===== config.mk =====
export PLATFORM = sky130hd
export DESIGN_NAME = sha1_sequencer
export DESIGN_NICKNAME = d
export VERILOG_FILES = /design/src/rtl/sha1_sequencer.sv
export SDC_FILE = /design/constraint.sdc
export NUM_CORES = 1
export LEC_CHECK = 0
export CORE_ASPECT_RATIO = 0.7
export CORE_MARGIN = 2
export CORE_UTILIZATION = 48
export CTS_BUF_LIST = sky130_fd_sc_hd__clkbuf_2 sky130_fd_sc_hd__clkbuf_4 sky130_fd_sc_hd__clkbuf_8
export CTS_CLUSTER_DIAMETER = 60
export CTS_CLUSTER_SIZE = 8
export DETAILED_ROUTE_END_ITERATION = 10
export PLACE_DENSITY_LB_ADDON = 0.1
export SLEW_MARGIN = 20
export SYNTH_ARGS = -nofsm -noshare
export SYNTH_HDL_FRONTEND = slang
export SYNTH_SLANG_ARGS = --single-unit
export TNS_END_PERCENT = 30

===== constraint.sdc =====
create_clock -name clk -period 1.8 [get_ports clk]
set_input_delay 0.27 -clock clk [delete_from_list [all_inputs] [get_ports clk]]
set_output_delay 0.27 -clock clk [all_outputs]
set_load 0.01 [all_outputs]

===== src/rtl/sha1_sequencer.sv =====
// sha1_sequencer: bit-serial SHA-1 constant sequencer.
// Steps a datapath through H0..H4 (INIT), K for rounds 0..79 (ROUND) and,
// optionally, H0..H4 again for the final digest addition (FINAL). Every 32-bit
// word is presented LSB first, one bit per beat; a beat completes on a clock
// edge where bit_valid and adv are both high.
//
// Build option: define SHA1_SEQ_FINAL_ADD_EN to include the FINAL phase.
// Without it the sequence ends after round 79 and phase never reads 3.
//
// Ports:
//   clk, rst_n           clock, asynchronous active-low reset
//   start                begin a sequence (accepted only when idle)
//   adv                  datapath consumed the current bit
//   init_bit, round_bit  bits returned by the external constant source
//   init_sel, round_sel  one-hot H-word / K-group selects to the source
//   step                 bit index within the current word
//   phase                0 idle, 1 init, 2 round, 3 final
//   round                current round (0 outside ROUND)
//   h_bit, k_bit         source bits gated to their phases
//   bit_valid, busy      sequence active
//   done                 one-cycle pulse after the last beat
module sha1_sequencer (
    input  logic       clk,
    input  logic       rst_n,
    input  logic       start,
    input  logic       adv,
    input  logic       init_bit,
    input  logic       round_bit,
    output logic [4:0] init_sel,
    output logic [3:0] round_sel,
    output logic [4:0] step,
    output logic [1:0] phase,
    output logic [6:0] round,
    output logic       h_bit,
    output logic       k_bit,
    output logic       bit_valid,
    output logic       busy,
    output logic       done
);

    typedef enum logic [1:0] {
        StIdle  = 2'd0,
        StInit  = 2'd1,
        StRound = 2'd2,
        StFinal = 2'd3
    } state_e;

    state_e     state_q, state_d;
    logic [4:0] step_q, step_d;
    logic [2:0] word_q, word_d;
    logic [6:0] round_q, round_d;
    logic [4:0] init_sel_q, init_sel_d;
    logic [3:0] round_sel_q, round_sel_d;
    logic       done_q, done_d;
    logic       beat;

    // K group select for a given round: K0..19 on bit 3 down to K60..79 on bit 0.
    function automatic logic [3:0] k_group(input logic [6:0] r);
        if (r < 7'd20)      k_group = 4'b1000;
        else if (r < 7'd40) k_group = 4'b0100;
        else if (r < 7'd60) k_group = 4'b0010;
        else                k_group = 4'b0001;
    endfunction

    assign beat = (state_q != StIdle) && adv;

    always_comb begin
        state_d     = state_q;
        step_d      = step_q;
        word_d      = word_q;
        round_d     = round_q;
        init_sel_d  = init_sel_q;
        round_sel_d = round_sel_q;
        done_d      = 1'b0;

        unique case (state_q)
            StIdle: begin
                if (start) begin
                    state_d     = StInit;
                    step_d      = 5'd0;
                    word_d      = 3'd0;
                    round_d     = 7'd0;
                    init_sel_d  = 5'b00001;
                    round_sel_d = 4'b0000;
                end
            end

`ifdef SHA1_SEQ_FINAL_ADD_EN
            StInit, StFinal: begin
`else
            StInit: begin
`endif
                if (beat) begin
                    step_d = step_q + 5'd1;
                    if (step_q == 5'd31) begin
                        if (word_q == 3'd4) begin
                            word_d     = 3'd0;
                            init_sel_d = 5'b00000;
`ifdef SHA1_SEQ_FINAL_ADD_EN
                            if (state_q == StFinal) begin
                                state_d = StIdle;
                                done_d  = 1'b1;
                            end else
`endif
                            begin
                                state_d     = StRound;
                                round_d     = 7'd0;
                                round_sel_d = k_group(7'd0);
                            end
                        end else begin
                            word_d     = word_q + 3'd1;
                            init_sel_d = init_sel_q << 1;
                        end
                    end
                end
            end

            StRound: begin
                if (beat) begin
                    step_d = step_q + 5'd1;
                    if (step_q == 5'd31) begin
                        if (round_q == 7'd79) begin
                            round_d     = 7'd0;
                            round_sel_d = 4'b0000;
`ifdef SHA1_SEQ_FINAL_ADD_EN
                            state_d     = StFinal;
                            word_d      = 3'd0;
                            init_sel_d  = 5'b00001;
`else
                            state_d     = StIdle;
                            done_d      = 1'b1;
`endif
                        end else begin
                            round_d     = round_q + 7'd1;
                            round_sel_d = k_group(round_q + 7'd1);
                        end
                    end
                end
            end

            default: begin
                state_d = StIdle;
            end
        endcase
    end

    always_ff @(posedge clk or negedge rst_n) begin
        if (!rst_n) begin
            state_q     <= StIdle;
            step_q      <= 5'd0;
            word_q      <= 3'd0;
            round_q     <= 7'd0;
            init_sel_q  <= 5'd0;
            round_sel_q <= 4'd0;
            done_q      <= 1'b0;
        end else begin
            state_q     <= state_d;
            step_q      <= step_d;
            word_q      <= word_d;
            round_q     <= round_d;
            init_sel_q  <= init_sel_d;
            round_sel_q <= round_sel_d;
            done_q      <= done_d;
        end
    end

    assign init_sel  = init_sel_q;
    assign round_sel = round_sel_q;
    assign step      = step_q;
    assign phase     = state_q;
    assign round     = round_q;
    assign bit_valid = (state_q != StIdle);
    assign busy      = (state_q != StIdle);
    assign done      = done_q;
    // Source bits pass straight through, masked to the phase that owns them.
    assign h_bit     = init_bit & ((state_q == StInit) || (state_q == StFinal));
    assign k_bit     = round_bit & (state_q == StRound);

endmodule


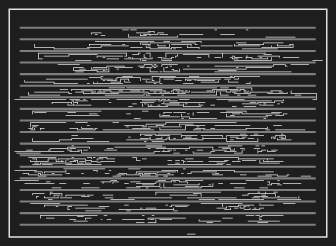
Figure 1: run 1, met1 routing.
Supply wires on this layer in grey.
main direction = horizontal
share of all routed wire = 44%
longest straight run = 23.5 um

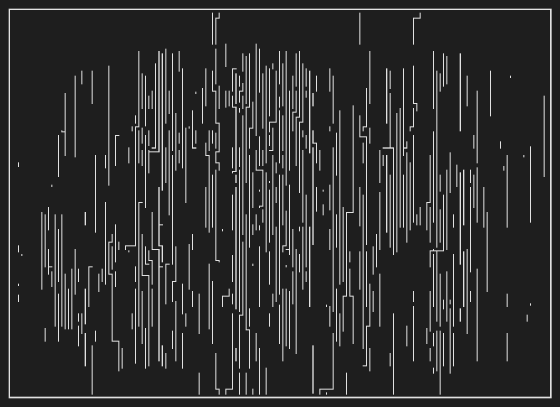
Figure 2: run 1, signal wires on met2.
nets with wire on the layer = 225
longest straight run = 24.1 um

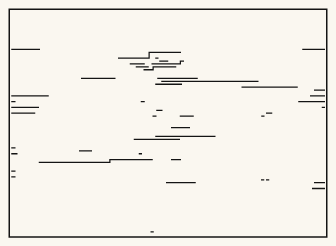
Figure 3: run 1, metal 3.
main direction = horizontal
nets with wire on the layer = 36
wire length on this layer = 225 um
met3 Use GR: 0.0438
total wire length: 4.70 mm
total via count after detailed routing: 1636

run 1: per-stage QoR:
step / std cells / setup WS [ns] / instance area, sq um / setup TNS [ns] / hold WS, ns
2_1_floorplan: 184 / -0.0690 / 1690 / -0.319 / -0.0256
3_3_place_gp: 291 / -0.0479 / 2280 / -0.137 / 0.462
3_5_place_dp: 291 / -0.149 / 2280 / -1.95 / 0.471
4_1_cts: 297 / -0.232 / 2440 / -0.595 / 0.356
5_1_grt: 300 / -0.260 / 2500 / -3.47 / 0.403
6_report: 300 / -0.127 / 2500 / -0.892 / 0.347
run 1: cells by family (layout without fill, tap and decap cells):
kind of cell	Yosys count	count (layout)
AOI/OAI and AO/OA	51	51
xor gates and xnor gates	4	4
adders and majority gates	10	10
buffers and inverters	20	89
DFF	27	27
muxes	3	3
and+or+nand+nor	69	69
==> impl_metrics.ini, run 1 <==
; yosys + openroad results
[status]
run_status = finished, violations left
failing_checks = setup timing

[synth]
synthSimpleGateAreaFrac = 0.216
ys_warn_count = 0
post-synth-top-area-fraction = 0.408
top_area_cell = sky130_fd_sc_hd__dfrtp_1
synth.cellmix.compoundShare = 0.194
post_synthesis_mux_area_share = 0.0212
post_synth_most_frequent_cells = sky130_fd_sc_hd__nand2_1 (28), sky130_fd_sc_hd__dfrtp_1 (27), sky130_fd_sc_hd__o21ai_0 (20)
flip_flop_and_latch_count_after_synthesis = 27
syn-instance-count = 184
synth.avg_cell_area_sq_um = 9.00
flip_flops_with_a_built_in_enable = 0
postSynth.topFlopCell = sky130_fd_sc_hd__dfrtp_1
yosys.stat.seqShare = 0.408
top_logic_kind = simple AND/OR/NAND/NOR gates
synth_cell_types = 46
synth_adder_area_share = 0.0756

[clock_tree]
clock_tree.buffer_depth = 2
path_clk_slew_ns = 0.10
cts_tree = yes
root_buffer = sky130_fd_sc_hd__clkbuf_8
cts_hold_repair.buffers = 0
htreeDepth = 1
cts_post_setup_buffers_inserted = 2

[floorplanning]
core_region_area_sq_um = 3210
floorplanUtilization = 0.515
die-height_um = 53.1
die_w_um = 74.2
std_cell_rows = 17
taps = 47

[cells_and_area]
clockBufferCount = 3
final-clk-cell-share = 0.0185
layout_top_cell_excl_fill_tap = sky130_fd_sc_hd__buf_4
seq_share = 0.272
post_route_cells_drive_above_1_share = 0.328
area.sequential_sq_um = 681
flip_flop_count_of_the_largest_register_after_layout = 7
synthToLayoutAreaGrowth_pct = 51.3
mi_logic_area_sq_um = 1030
nNonClkBuffers = 75
finalCoreUtilization = 0.780
area.share.combinational = 0.411
layout.buffer.nonclock.area_share = 0.261
antenna-diode-count = 0

[routing]
routed.top_layer = met4
met2WireLength_mm = 2.24
tritonroute_pass_1_iters = 4
drt_iter0_drc = 104
wl_per_cell_um = 15.7
drcViolationCount = 0
final_antenna_net_count = 0

[job]
timing.max_cap.violations = 0
stage_log_warnings = 34

[setup_path]
worst_setup_sp = step[0]$_DFFE_PN0P_
reg2reg_to = phase[0]$_DFFE_PN0P_
reg2reg_depth = 9
endpoint_class_of_the_critical_path = flip-flop
cp_slowest_stage_delay_ns = 0.40
worstSetupPathDepth = 9
cp_top_family = simple AND/OR/NAND/NOR gates
ff2ff_setup_slack_ns = -0.13
cp_data_arrival_time_ns = 2.12
critPathKind = flip-flop to flip-flop
endpoint = phase[0]$_DFFE_PN0P_

[power_and_ir_drop]
vdd.ir_drop.worst_mv = 0.797
p_leak_nw = 1.08
power.switching_mw = 0.787
totalPowerFinal_mw = 2.21
seq_power_mw = 0.794
pwr-share-seq = 0.359
power_leader = combinational logic

[global_routing]
grt_max_degree = 28
number_of_global_route_vias_before_repair = 1597
top_usage_layer = met2
gr-usage-all-layers = 0.262
global_route_wire_length_before_repair_mm = 7.64

[placed_design]
dpl.hpwl_mm = 3.45
finalWeightedCongestion = 0.871

[timing]
grt_setup_unrepaired = true
setup_violations = 15
fin_crit_sh = 1.07
worst-slew-pin-transition_ns = 0.606
finalMaxSlewViolations = 0
final.setup.worst_slack_ns = -0.127
Figure 4. Clock routing (run 1).
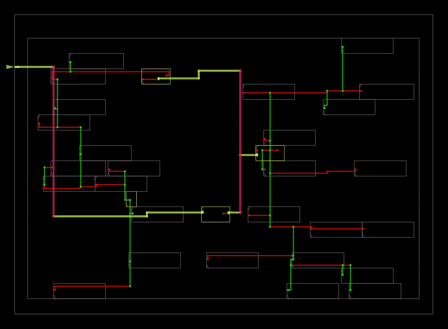

==> run 1 -> run 2 <==
--- a/config.mk
+++ b/config.mk
@@ -6,7 +6,7 @@
 export NUM_CORES = 1
 export LEC_CHECK = 0
 export CORE_ASPECT_RATIO = 0.7
-export CORE_MARGIN = 2
+export CORE_MARGIN = 3
 export CORE_UTILIZATION = 48
 export CTS_BUF_LIST = sky130_fd_sc_hd__clkbuf_2 sky130_fd_sc_hd__clkbuf_4 sky130_fd_sc_hd__clkbuf_8
 export CTS_CLUSTER_DIAMETER = 60
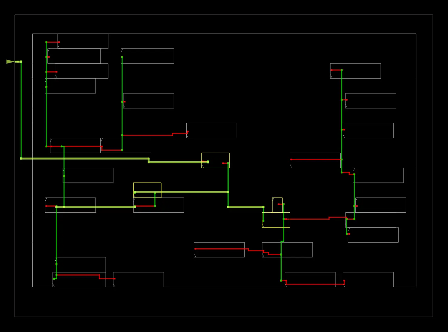
Figure 5: run 2, clock routing.
latest clock arrival within the worst-skew pair: 0.27 ns
total of clock buffers placed in the layout: 3
Setup Skew: 0.00403 ns
number of CTS-inserted buffers: 3

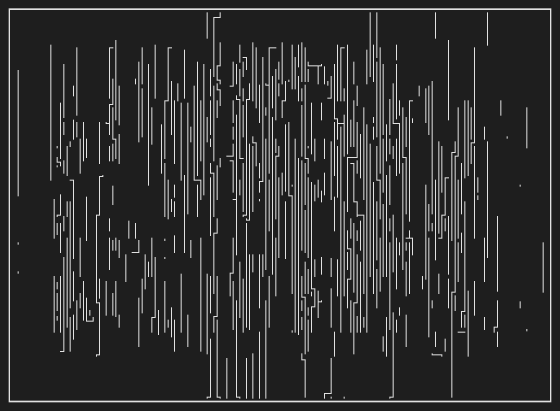
Figure 6: run 2, signal wires on met2.
main direction = vertical
wire length on this layer = 2520 um
fraction of met2 tracks used by global routing: 0.388
total via count after detailed routing: 1694
total wire length: 5.02 mm

==> impl_metrics.ini, run 2 <==
; yosys + openroad results
[clock_tree]
root_buffer = sky130_fd_sc_hd__clkbuf_8
htreeDepth = 1
path_clk_slew_ns = 0.09
cts_post_setup_buffers_inserted = 1
clock_tree.buffer_depth = 2
sink_count_of_the_clock_tree = 27
cts_hold_repair.buffers = 0
cts_tree = yes

[power_and_ir_drop]
p_leak_nw = 1.11
p_per_area_nw_per_um2 = 847
totalPowerFinal_mw = 2.26
vdd.ir_drop.worst_mv = 1.05

[global_routing]
number_of_global_route_vias_before_repair = 1564
gr-usage-all-layers = 0.216
top_usage_layer = met2
global_route_wire_length_before_repair_mm = 7.13
remaining_global_route_overflow = 0
met3_use_gr = 0.0405
grt_max_degree = 28

[floorplanning]
design.die.area_sq_um = 4200
std_cell_rows = 17
die-height_um = 55.1
floorplanUtilization = 0.512
ports = 34
core_region_area_sq_um = 3230
die_w_um = 76.2

[cells_and_area]
lay_top_cells = sky130_fd_sc_hd__buf_4 (39), sky130_fd_sc_hd__clkdlybuf4s50_1 (29), sky130_fd_sc_hd__dfrtp_1 (23)
nFillCells = 205
total_nets_final = 275
mi_logic_area_sq_um = 1140
antenna-diode-count = 0
post-route-cell-area_sq_um = 2670
synthToLayoutAreaGrowth_pct = 61.1
area.sequential_sq_um = 681
stdcell_count = 305
finalCoreUtilization = 0.825
post_route_cells_drive_above_1_share = 0.388
layout_top_cell_excl_fill_tap = sky130_fd_sc_hd__buf_4
flip_flop_count_of_the_largest_register_after_layout = 7

[setup_path]
cp_top_family = simple AND/OR/NAND/NOR gates
crit-reg2reg-launch = step[1]$_DFFE_PN0P_
reg2reg_depth = 9
reg2reg_to = round_sel[3]$_DFFE_PN0P_
cp_num_buf_inv = 2
cp_data_arrival_time_ns = 2.09
start_kind = flip-flop
cp_cell_sequence = ha_4, and3_4, ha_4, nand3b_1, o21ai_4, nand3_4, buf_6, buf_6, o31ai_4
critPathKind = flip-flop to flip-flop
cp_slowest_stage_delay_ns = 0.39
worstPathRequired_ns = 1.99
endpoint_class_of_the_critical_path = flip-flop
ff2ff_setup_slack_ns = -0.09
worstSetupPathDepth = 9
worst_setup_sp = step[1]$_DFFE_PN0P_
endpoint = round_sel[3]$_DFFE_PN0P_

[job]
stage_log_warnings = 35
timing.max_cap.violations = 0

[timing]
final.setup.worst_slack_ns = -0.0937
finalCriticalPeriod_ns = 1.89
timing.max_slew.rel_slack = 0.728
hold_ws_ns = 0.364
grt_setup_unrepaired = true
setup_violations = 16
finalMaxSlewViolations = 0
setup_tns_ns = -0.769
worst-slew-pin-transition_ns = 0.403
fin_crit_sh = 1.05

[synth]
synthSimpleGateAreaFrac = 0.216
synth.cellmix.compoundShare = 0.194
post_synth_most_frequent_cells = sky130_fd_sc_hd__nand2_1 (28), sky130_fd_sc_hd__dfrtp_1 (27), sky130_fd_sc_hd__o21ai_0 (20)
yosysChipArea_sq_um = 1660
ys_warn_count = 0
flip_flops_with_a_built_in_enable = 0
syn-instance-count = 184
synthTopCellsByArea = sky130_fd_sc_hd__dfrtp_1 (41%), sky130_fd_sc_hd__ha_1 (7.6%), sky130_fd_sc_hd__nand2_1 (6.3%)
synth_cell_types = 46
xor_area_frac = 0.0212
post-synth-top-area-fraction = 0.408
post_synthesis_mux_area_share = 0.0212
top_area_cell = sky130_fd_sc_hd__dfrtp_1
flip_flop_and_latch_count_after_synthesis = 27
yosys.stat.seqShare = 0.408
synth.avg_cell_area_sq_um = 9.00
postSynth.topFlopCell = sky130_fd_sc_hd__dfrtp_1
top_logic_kind = simple AND/OR/NAND/NOR gates
synth_adder_area_share = 0.0756

[status]
failing_checks = setup timing
run_status = finished, violations left

[routing]
wl_per_cell_um = 16.5
met2WireLength_mm = 2.52
drt_iter0_drc = 130
routed.top_layer = met4
drcViolationCount = 0
tritonroute_pass_1_iters = 4
dr_wl_met3_um = 298
final_antenna_net_count = 0

[hold_path]
path_type_of_the_worst_min_delay_path = primary input to asynchronous set/reset pin

[placed_design]
placement.setup.worst_slack_ns = -0.152
finalWeightedCongestion = 0.894
dpl.hpwl_mm = 3.25
cell_area_placed_sq_um = 2300
placed_cells = 294
-- run 2: cell counts after synthesis --
Identical to the previous run, type by type.
-- run 2: cells by family after synthesis --
logic type | after synthesis
flip-flops | 27
AND/OR/NAND/NOR | 69
buffers and inverters | 20
AND-OR/OR-AND | 51
multiplexers | 3
XOR/XNOR | 4
adder cells (fa/ha/maj) | 10
-- run 2: where the power goes --
part	internal [mW]	switching, mW	leakage [nW]	total [mW]
clock	0.155	0.187	0.0255	0.342
sequential	0.701	0.0861	0.350	0.788
combinational	0.600	0.529	0.739	1.13
-- run 2: layout make-up --
cell class,instances,share of cell area
inverter,10,0.0141
clock buffer,3,0.0155
multi-input combinational,137,0.427
sequential,27,0.255
clock inverter,1,0.00188
tap,47,0.0221
timing repair buffer,80,0.264
Power is estimated from default activity; no workload was simulated.
